File: src/rtl/memory_unit_pkg.sv
// Shared definitions for the MemoryUnit write arbiter.
//   MEM_WIDTH : width of the MemoryUnit data register
//   state_t   : arbiter FSM states
//   clog2     : index/counter width helper (never returns less than 1)
package memory_unit_pkg;

    localparam int MEM_WIDTH = 35;

    typedef enum logic [1:0] {
        IDLE  = 2'd0,
        WRITE = 2'd1,
        CHECK = 2'd2
    } state_t;

    // Ceiling log2, floored at 1 so that a value of 1 still yields a
    // usable one-bit vector (e.g. a retry counter with no retries).
    function automatic int clog2(input int v);
        int r;
        r = 0;
        for (int i = 0; i < 31; i++) begin
            if ((1 << i) < v) r = i + 1;
        end
        if (r == 0) r = 1;
        return r;
    endfunction

endpackage

File: src/rtl/memory_unit_arbiter_rr_pick.sv
// Rotating-priority selector.
//   req_valid  : request vector
//   last_grant : index granted most recently; search starts just above it
//   sel        : first valid index found searching upward with wrap
//   any        : at least one request is valid (sel meaningful only then)
module rr_pick #(
    parameter int NREQ = 4,
    parameter int IDW  = 2
) (
    input  logic [NREQ-1:0] req_valid,
    input  logic [IDW-1:0]  last_grant,
    output logic [IDW-1:0]  sel,
    output logic            any
);

    logic [IDW-1:0] idx;

    always_comb begin
        sel = '0;
        any = 1'b0;
        idx = '0;
        // i runs 1..NREQ so the previous winner is considered last.
        for (int i = 1; i <= NREQ; i++) begin
            idx = IDW'((int'(last_grant) + i) % NREQ);
            if (!any && req_valid[idx]) begin
                any = 1'b1;
                sel = idx;
            end
        end
    end

endmodule

File: src/rtl/memory_unit_arbiter.sv
// Round-robin write controller in front of the MemoryUnit register.
// Accepts one request, writes it for one cycle, verifies the read-back and
// rewrites up to MAX_RETRY times before reporting failure.
//   clk, arst   : clock, synchronous active-high reset
//   req_valid   : per-requester request; req_data packs WIDTH bits each
//   req_ready   : one-hot acceptance pulse (data captured that cycle)
//   mem_wren    : memory write enable, mem_din: memory write data
//   mem_dout    : memory read-back
//   done / fail : verify-ok / retry-exhausted pulses, done_id = requester
//   busy        : not IDLE, err_sticky : any fail since reset
import memory_unit_pkg::*;

module memory_unit_arbiter #(
    parameter int NREQ      = 4,
    parameter int WIDTH     = MEM_WIDTH,
    parameter int MAX_RETRY = 2
) (
    input  logic                    clk,
    input  logic                    arst,
    input  logic [NREQ-1:0]         req_valid,
    input  logic [NREQ*WIDTH-1:0]   req_data,
    output logic [NREQ-1:0]         req_ready,
    output logic                    mem_wren,
    output logic [WIDTH-1:0]        mem_din,
    input  logic [WIDTH-1:0]        mem_dout,
    output logic                    done,
    output logic                    fail,
    output logic [clog2(NREQ)-1:0]  done_id,
    output logic                    busy,
    output logic                    err_sticky
);

    localparam int IDW = clog2(NREQ);
    localparam int RW  = clog2(MAX_RETRY + 1);
    localparam logic [RW-1:0] RETRY_MAX = RW'(MAX_RETRY);

    state_t          state, state_nx;
    logic [WIDTH-1:0] data_q;
    logic [RW-1:0]   retry_cnt;
    logic [IDW-1:0]  last_grant;
    logic [IDW-1:0]  sel;
    logic            any;
    logic            grant;
    logic            match;
    logic            can_retry;
    logic            err_q;

    rr_pick #(
        .NREQ (NREQ),
        .IDW  (IDW)
    ) u_pick (
        .req_valid  (req_valid),
        .last_grant (last_grant),
        .sel        (sel),
        .any        (any)
    );

    assign match     = (mem_dout == data_q);
    assign can_retry = (retry_cnt < RETRY_MAX);

    always_comb begin
        state_nx = state;
        grant    = 1'b0;
        done     = 1'b0;
        fail     = 1'b0;
        case (state)
            IDLE: begin
                if (any) begin
                    grant    = 1'b1;
                    state_nx = WRITE;
                end
            end
            WRITE: state_nx = CHECK;
            CHECK: begin
                if (match) begin
                    done     = 1'b1;
                    state_nx = IDLE;
                end else if (can_retry) begin
                    state_nx = WRITE;
                end else begin
                    fail     = 1'b1;
                    state_nx = IDLE;
                end
            end
            default: state_nx = IDLE;
        endcase
        // Outputs are forced quiet during reset regardless of the
        // (possibly stale) state register.
        if (arst) begin
            grant = 1'b0;
            done  = 1'b0;
            fail  = 1'b0;
        end
    end

    always_ff @(posedge clk) begin
        if (arst) begin
            state      <= IDLE;
            data_q     <= '0;
            retry_cnt  <= '0;
            last_grant <= IDW'(NREQ - 1);
            err_q      <= 1'b0;
        end else begin
            state <= state_nx;
            if (grant) begin
                data_q     <= req_data[int'(sel)*WIDTH +: WIDTH];
                last_grant <= sel;
                retry_cnt  <= '0;
            end else if (state == CHECK && !match && can_retry) begin
                retry_cnt  <= retry_cnt + RW'(1);
            end
            if (fail) err_q <= 1'b1;
        end
    end

    assign req_ready  = grant ? (NREQ'(1) << sel) : '0;
    assign mem_wren   = (state == WRITE) && !arst;
    assign mem_din    = arst ? '0 : data_q;
    assign busy       = (state != IDLE) && !arst;
    assign done_id    = (done || fail) ? last_grant : '0;
    assign err_sticky = err_q && !arst;

endmodule

File: config.mk
export PLATFORM = sky130hd
export DESIGN_NAME = memory_unit_arbiter
export DESIGN_NICKNAME = d
export VERILOG_FILES = /design/src/rtl/memory_unit_pkg.sv /design/src/rtl/memory_unit_arbiter_rr_pick.sv /design/src/rtl/memory_unit_arbiter.sv
export SDC_FILE = /design/constraint.sdc
export NUM_CORES = 1
export LEC_CHECK = 0
export CORE_MARGIN = 2
export CORE_UTILIZATION = 35
export CTS_CLUSTER_DIAMETER = 60
export CTS_CLUSTER_SIZE = 12
export DETAILED_ROUTE_END_ITERATION = 8
export PLACE_DENSITY_LB_ADDON = 0.1
export SLEW_MARGIN = 5
export SYNTH_ARGS = -nofsm -noshare
export SYNTH_HDL_FRONTEND = slang
export SYNTH_SLANG_ARGS = --single-unit
File: constraint.sdc
create_clock -name clk -period 2.5 [get_ports clk]
set_clock_uncertainty 0.2 [all_clocks]
set_input_delay 0.25 -clock clk [delete_from_list [all_inputs] [get_ports clk]]
set_output_delay 0.25 -clock clk [all_outputs]
set_load 0.02 [all_outputs]
==> Slide: Implementation Results, run 1 <==
Implementation Results

Yosys
  • EDFF count, synth: 0
  • YS chip area: 3170 sq um
  • Fa+ha+maj area frac: 0%
  • Yosys Warn Count: 0
  • Dominant combinational family: multiplexers
  • Mapped Area: 3170 sq um
  • AND-OR/OR-AND share of the synthesized area: 14.2%
  • Leading area contributor after synthesis: dfxtp_1

Hold path
  • Worst hold path stage count: 1

Clocking
  • Worst-path clk slew: 80 ps
  • Max clock buf depth: 2
  • Late-Pin Clk Latency: 290 ps
  • CTS Buf Count: 5
  • CTS tree: done

Power and ir drop
  • Clock power share: 17.1%
  • Register share of total power: 29.3%
  • Net Sw Power: 1050 uW

Run status
  • Failing checks: setup timing
  • Outcome: complete, but fails checks

Critical path
  • CP arrival: 2120 ps
  • Crit start category: input port
  • Critical Path End Type: primary output
  • Worst R2R Start: last_grant[0]
  • Critical-path maximum fanout: 4
  • Reg2reg setup slack: 270 ps

Cells and area
  • Flop count: 42
  • Non-filler cells, final: 741
  • Non-clock buffer share of cell area: 45.9%
  • #MultiIn Comb: 287
  • Antenna Cells: 0
  • Flop area: 846 sq um

Final timing
  • Slew HR: 65.2%
  • WHS: 311 ps
  • Final setup violation count: 3
  • Worst setup margin: -65.5 ps

Place
  • GPL Wtd Cong: 0.847
  • Number of port buffers: 226
  • Dpl cells: 725

Detailed routing
  • DRC: 0
  • Routed vias/inst: 5.02

GRT
  • Grt total ovfl: 0
  • All-Layer GR Usage: 24.2%
  • First-pass GRT wire length: 19.1 mm
  • Initial antenna violation count: 0

Floorplan
  • Chip width: 99.2 um
  • Starting density of the core: 36.2%
  • Die height: 99.2 um
==> run 1: layer usage <==
metal / track usage [%] / up-vias / wire length (um)
li1: - / 1858 / -
met4: 3.69 / 0 / 80
met3: 6.54 / 6 / 921
met2: 47.0 / 133 / 6610
met1: 26.5 / 1723 / 4380
met5: 0 / - / 0
==> run 1: stage by stage <==
step / util (%) / worst slack [ps] / TNS (ps) / area, sq um / total power (uW)
3_5_place_dp: 66.8 / -574 / -3520 / 5850 / 2570
2_1_floorplan: - / 244 / 0 / 3170 / 1740
4_1_cts: 68.5 / -128 / -315 / 6000 / 3130
5_1_grt: 69.4 / -176 / -609 / 6080 / 3310
6_report: 69.4 / -65.5 / -168 / 6080 / 3110
3_3_place_gp: 66.8 / -563 / -2780 / 5850 / 2550
==> run 1: repair_timing <==
action | 4_1_cts | 5_1_grt
gates cloned | 0 | 0
gates resized | 34 | 19
setup buffers | 5 | 3
setup endpoints to repair | 8 | 8
pin swaps | 4 | 8
==> run 1: state kept, by name, summed over array words and instances (netlist names) <==
| signal | count |
|---|---|
| last_grant | 2 |
| retry_cnt | 2 |
| data_q | 35 |
| state | 2 |
| err_q | 1 |
==> run 1: power by group through the flow <==
stage	sequential [uW]	clock, uW	combinational (uW)
after floorplan	903	0	835
after global placement	920	0	1630
after detailed placement	922	0	1650
after CTS	910	548	1670
after global routing	932	578	1800
final	913	532	1670
==> run 1: placed cells by master, fill, tap and decap left out, types with 9 or more instances in the layout <==
master and n:
o221ai_1 35, xor2_1 34, buf_4 66, dfxtp_1 38, nand2_1 42, nor2_1 12, clkdlybuf4s50_1 211, mux2i_1 70
nor2b_1 38, nor4_1 9
==> run 1: critical path, stage by stage <==
cell and delay, ps:
clkdlybuf4s50_1 410, xor2_1 170, nor4_1 300, nand4_1 140, or3_4 430, buf_6 130, and3_4 150, buf_6 120
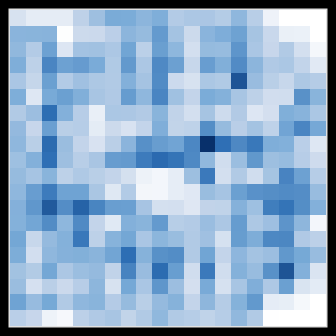
Run 1: wire density map
20 x 20 tiles, from white (low) to dark blue (high), scaled to the fullest tile. Values are wire area over tile area, all layers added.
2.5% of the tiles are nearly empty. The mean over all tiles is 0.19. The fullest tile reaches 0.50.
routed vias: 3,720
drt total wl: 12.0 mm

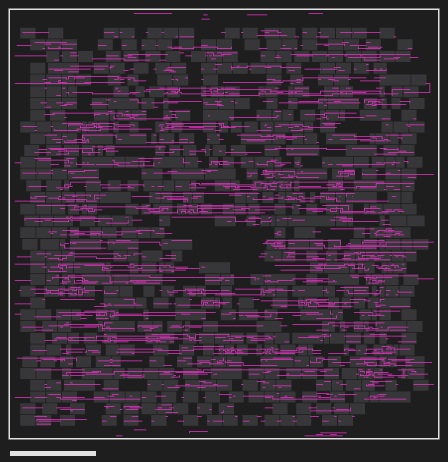
Run 1: the metal 1 layer
Bar = 20 um.
The layer holds 36% of the routed length. The longest straight run is 29.9 um.

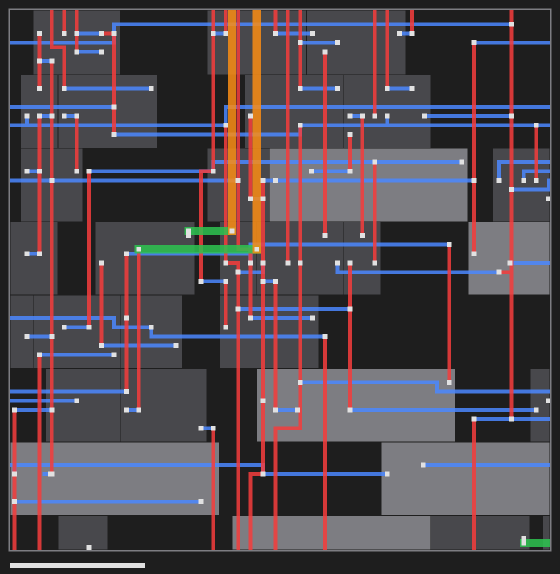
Run 1: zoomed window
Bar = 5 um. Window x 64 to 84, y 64 to 84 um. Cells in gray, sequential cells in the stronger gray; small squares are vias.
Key: blue = metal 1; red = metal 2; orange = metal 4; green = metal 3
Most frequent: clkdlybuf4s50_1 (5), nand2_1 (4), o221ai_1 (4). Sequential cells in the window: 4. 25 logic cells have their middle in the window. Netlist names of flops here include data_q (4).

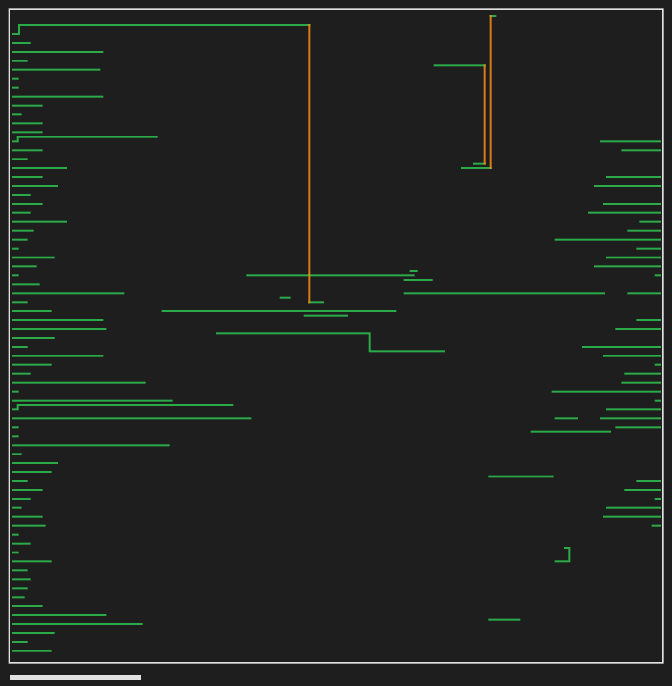
Run 1: routed metal, one color a layer
Bar = 20 um. Two of the layers only.
Key: green = metal 3 [wire length 922 um]; orange = metal 4 [wire length 80.2 um]

Run 1, routing congestion map:
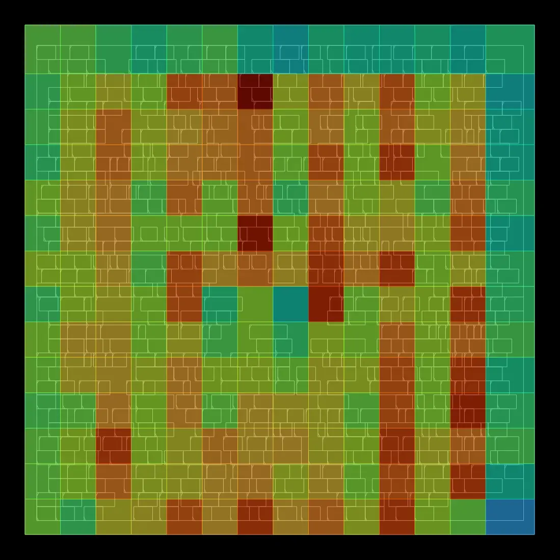

==> run 1 -> run 2 <==
- CORE_UTILIZATION: 35 -> 38
- clock period: 2.5 -> 3.05 ns (I/O delays scaled with it)
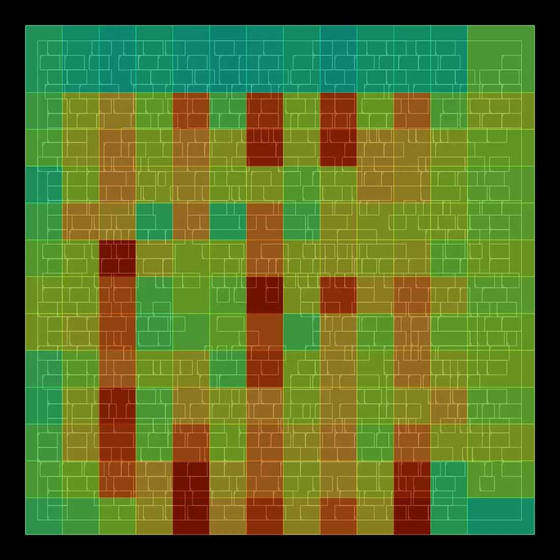
Run 2: routing congestion map
WL/cell: 16.3 um
met1 Usage GRT: 25.9%

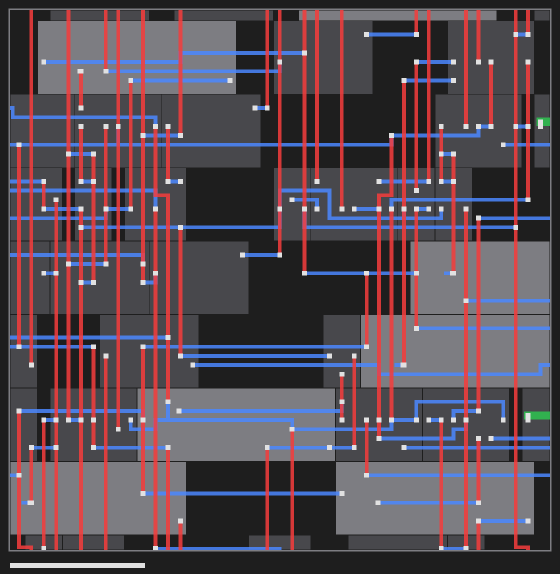
Run 2: zoomed window
Bar = 5 um. Window x 62 to 82, y 62 to 82 um. Cells in gray, sequential cells in the stronger gray; small squares are vias.
Key: blue = metal 1; green = metal 3; red = metal 2
26 logic cells have their middle in the window. Sequential cells in the window: 6. Most frequent: o221ai_1 (7), dfxtp_1 (6). Netlist names of flops here include data_q (6).

==> run 2 against run 1 <==
Effect of this change:
- the run now ends clean
- hold slack worse by 4.1 ps
- power decreased by 26%
- first-iteration DRC count up 29%
==> Slide: Implementation Results, run 2 <==
Implementation Results

Run status
  • Outcome: completed

Critical path
  • Reg2reg setup slack: 730 ps (+460 ps)
  • Worst R2R Start: last_grant[0]
  • Crit start category: input port
  • Critical-path maximum fanout: 5 (+1)

Floorplan
  • Chip width: 95.4 um (-3.9%)
  • Starting density of the core: 39.0% (+2.8 points)
  • Die height: 95.4 um (-3.9%)

Yosys
  • Leading area contributor after synthesis: dfxtp_1
  • EDFF count, synth: 0 (unchanged)
  • Yosys Warn Count: 0 (unchanged)
  • YS chip area: 3170 sq um (unchanged)
  • Mapped Area: 3170 sq um (unchanged)

Detailed routing
  • Drt total wl: 11.2 mm (-6.6%)
  • Routed vias: 3,575 (-3.9%)

Cells and area
  • Dominant logic cell type in the layout: clkdlybuf4s50_1
  • Non-filler cells, final: 688 (-7.2%)
  • Final instance area: 5630 sq um (-7.4%)
  • Max reg flops: 35 (unchanged)
  • Top cells excl fill/tap: 221 x clkdlybuf4s50_1, 70 x mux2i_1, 42 x nand2_1, 42 x dfxtp_1, 38 x nor2b_1
  • Core Util, Final: 69.2% (-0.19 points)

Power and ir drop
  • Overall power: 2310 uW (-26%)

GRT
  • All-Layer GR Usage: 24.1% (-0.069 points)
  • Initial antenna violation count: 0 (unchanged)
  • Grt total ovfl: 0 (unchanged)
  • First-pass GRT wire length: 17.0 mm (-11%)

Clocking
  • CTS Buf Count: 5 (unchanged)
  • Max clock buf depth: 2 (unchanged)
  • Post-CTS setup buffers: 0 (-5)

Final timing
  • Worst setup margin: 184 ps (+250 ps)
  • Final setup violation count: 0 (-3)
  • Slew HR: 66.7% (+1.5 points)
  • Final setup TNS: 0 ps (+168 ps)

Place
  • Dpl cells: 680 (-6.2%)
  • GPL Wtd Cong: 0.887 (+4.6%)
  • Worst setup slack after placement: -108 ps (+466 ps)
## run 2: logic make-up (layout without fill, tap and decap cells)
| group | Yosys count | after routing | synth area share (%) |
|---|---|---|---|
| simple gates | 126 | 126 | 21.0 |
| mux | 70 | 70 | 22.1 |
| compound gates | 56 | 56 | 14.2 |
| flops | 42 | 42 | 26.5 |
| xor+xnor | 35 | 35 | 9.66 |
| buf+inv | 28 | 254 | 6.51 |
## run 2: layer usage
metal  track usage, %  wire (um)  vias to the layer above
met5                0          0                        -
met4             7.73        221                        0
met3             6.25        832                       19
met2             45.5       5790                      149
met1             25.9       4360                     1647
li1                 -          -                     1760
## run 2: layout make-up
class | count | area, sq um
flip-flops and latches | 42 | 841
clock inverters | 1 | 5.00
multi-input cells | 287 | 2140
repair buffers | 243 | 2410
well taps | 105 | 131
clock buffers | 7 | 86.3
fillers | 686 | 2510
inverters | 3 | 11.3
## run 2: timing repair
| item | CTS | global route |
|---|---|---|
| resized | 3 | 2 |
| endpoints found under the setup margin | 3 | 1 |
| hold buffers | 0 | 0 |
| pin swaps | 0 | 1 |
## run 2: worst min path at each step
stage / from / to / slack (ps) / cells past startpoint
detailed placement: state[1] / state[1] / 290 / 1
global route: state[1] / state[1] / 340 / 1
finish: state[1] / state[1] / 310 / 1
global placement: state[1] / state[1] / 290 / 1
floorplan: state[1] / state[1] / 260 / 1
CTS: state[1] / state[1] / 300 / 1
## run 2: report_power, final
part | internal (uW) | switching (uW) | total, uW
Combinational | 645 | 525 | 1170
Sequential | 657 | 100 | 757
Clock | 183 | 197 | 380
## run 2: critical path: stages
cell and delay [ps]:
clkdlybuf4s50_1 480, or4_4 600, nand2_1 110, nor2_1 70
nand2b_1 180, nor2_1 50, clkdlybuf4s50_1 560
Run 2, the metal 1 layer:
Bar = 20 um.
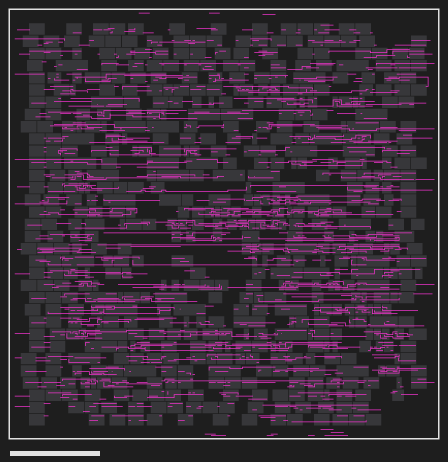

==> run 2 -> run 3 <==
- REMOVE_ABC_BUFFERS: default -> 1
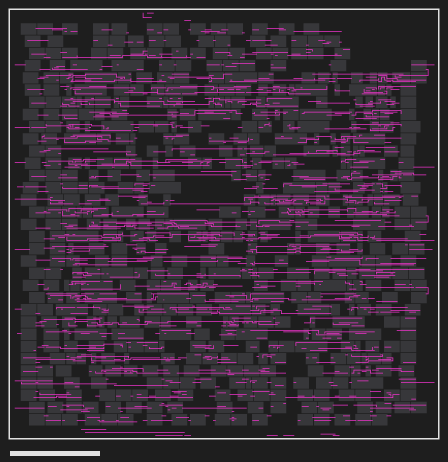
Run 3: the metal 1 layer
Bar = 20 um.
643 nets have wire on it. The longest straight run is 24.2 um. The layer holds 37% of the routed length. The wires run mostly horizontal.
drt total wl: 11.0 mm
routed vias: 3,567
met1 Usage GRT: 25.4%

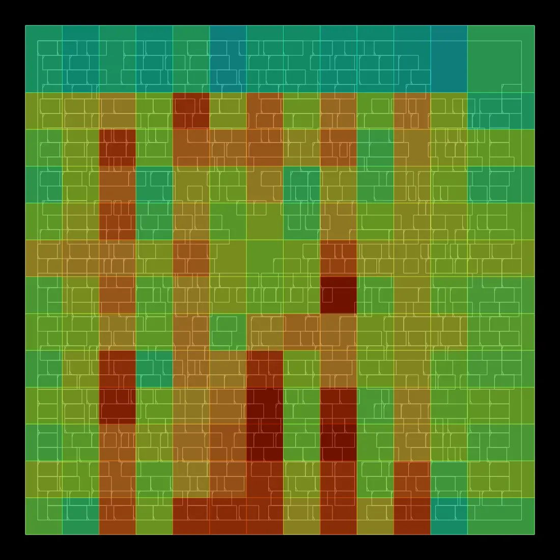
Run 3: routing congestion map
Most Crowded Layer GR: met2
Core Util, Final: 69.6%

==> run 3 against run 2 <==
Effect of this change:
- first-iteration DRC count decreased by 53%
- hold slack worse by 140 ps
- combinational power barely moved
- largest power group unchanged
- critical endpoint is now req_ready[2]
==> Slide: Implementation Results, run 3 <==
Implementation Results

Critical path
  • CP Cell Sequence: clkdlybuf4s50_1 -> or4_4 -> nand2_1 -> nor2_1 -> nand2b_1 -> nor2_1 -> clkdlybuf4s50_1
  • Critical path's slowest cell: or4_4
  • Worst R2R Start: data_q[16]
  • Worst path depth: 7 (unchanged)
  • Critical-path maximum fanout: 5 (unchanged)
  • Crit start category: input port

Detailed routing
  • Met2 wire len: 5.66 mm (-2.3%)
  • M1 WL: 4.07 mm (-6.8%)
  • WL/cell: 15.8 um (-2.9%)

Final timing
  • Final setup violation count: 0 (unchanged)
  • Slew HR: 73.2% (+6.5 points)
  • Worst setup margin: 131 ps (-53.5 ps)

Cells and area
  • Final instance area: 5660 sq um (+0.60%)
  • Dominant logic cell type in the layout: clkdlybuf4s50_1
  • # fillers: 697 (+1.6%)
  • Max reg flops: 35 (unchanged)
  • Top cells excl fill/tap: 220 x clkdlybuf4s50_1, 70 x mux2i_1, 42 x nand2_1, 42 x dfxtp_1, 38 x nor2b_1
  • Non-filler cells, final: 693 (+0.73%)

GRT
  • M3 GR Usage: 6.32% (+0.079 points)
  • All-Layer GR Usage: 23.7% (-0.43 points)
  • GRT met2 Usage: 44.0% (-1.5 points)

Yosys
  • Leading area contributor after synthesis: dfxtp_1
  • Yosys Warn Count: 0 (unchanged)
  • EDFF count, synth: 0 (unchanged)
  • Mapped Area: 3170 sq um (unchanged)
  • YS chip area: 3170 sq um (unchanged)

Place
  • Worst setup slack after placement: -134 ps (-25.7 ps)
  • GPL Wtd Cong: 0.796 (-10%)
  • Dpl cells: 683 (+0.44%)

Floorplan
  • Chip width: 95.4 um (unchanged)
  • Starting density of the core: 39.0% (unchanged)
  • Die height: 95.4 um (unchanged)

Run status
  • Outcome: completed

Clocking
  • Post-CTS sizing: 5 (+2)
  • CTS Hold Bufs: 0 (unchanged)
  • CTS Buf Count: 5 (unchanged)
  • Post-CTS setup buffers: 1 (+1)
[run 3: cell types whose count changed in the layout (fill, tap and decap cells not counted)]
cell / change
buf_4: +5
clkbuf_1: +1
clkdlybuf4s50_1: -1
nor4_1: -1
clkinv_2: -1
dlymetal6s2s_1: +1
nor4_2: +1
clkbuf_8: -1
diode_2: +1
[run 3: power by group]
group	internal, uW	switching, uW	leakage (uW)	total [uW]
clock	158	187	0.0000383	345
combinational	660	514	0.00200	1170
sequential	657	96.9	0.000347	754
total	1470	798	0.00239	2270
[run 3: stage by stage]
stage / TNS, ps / total power (uW)
final: 0 / 2270
after global placement: -266 / 1920
after floorplan: -19270 / 1390
after CTS: 0 / 2290
after detailed placement: -398 / 1940
after global routing: 0 / 2420
[run 3: area by class of cell]
cell class | count | share of cell area, %
timing repair buffer | 248 | 43.2
multi-input combinational | 287 | 38.0
sequential | 42 | 14.9
tap | 105 | 2.32
clock buffer | 7 | 1.35
inverter | 3 | 0.199
antenna | 1 | 0.0442
[run 3: worst min path at each step]
| stage | end | startpoint | cells after the start |
|---|---|---|---|
| global placement | data_q[12] | data_q[12] | 2 |
| finish | state[1] | arst | 2 |
| floorplan | state[1] | arst | 1 |
| detailed placement | data_q[12] | data_q[12] | 2 |
| global route | state[1] | arst | 2 |
| CTS | state[1] | arst | 2 |
[run 3: logic make-up (layout without fill, tap and decap cells)]
group | Yosys count | after routing | synth area share (%)
AND/OR/NAND/NOR | 126 | 126 | 21.0
multiplexers | 70 | 70 | 22.1
AND-OR/OR-AND | 56 | 56 | 14.2
flip-flops | 42 | 42 | 26.5
XOR/XNOR | 35 | 35 | 9.66
buffers and inverters | 28 | 258 | 6.51
other | 0 | 1 | 0
Power is estimated from default activity; no workload was simulated.
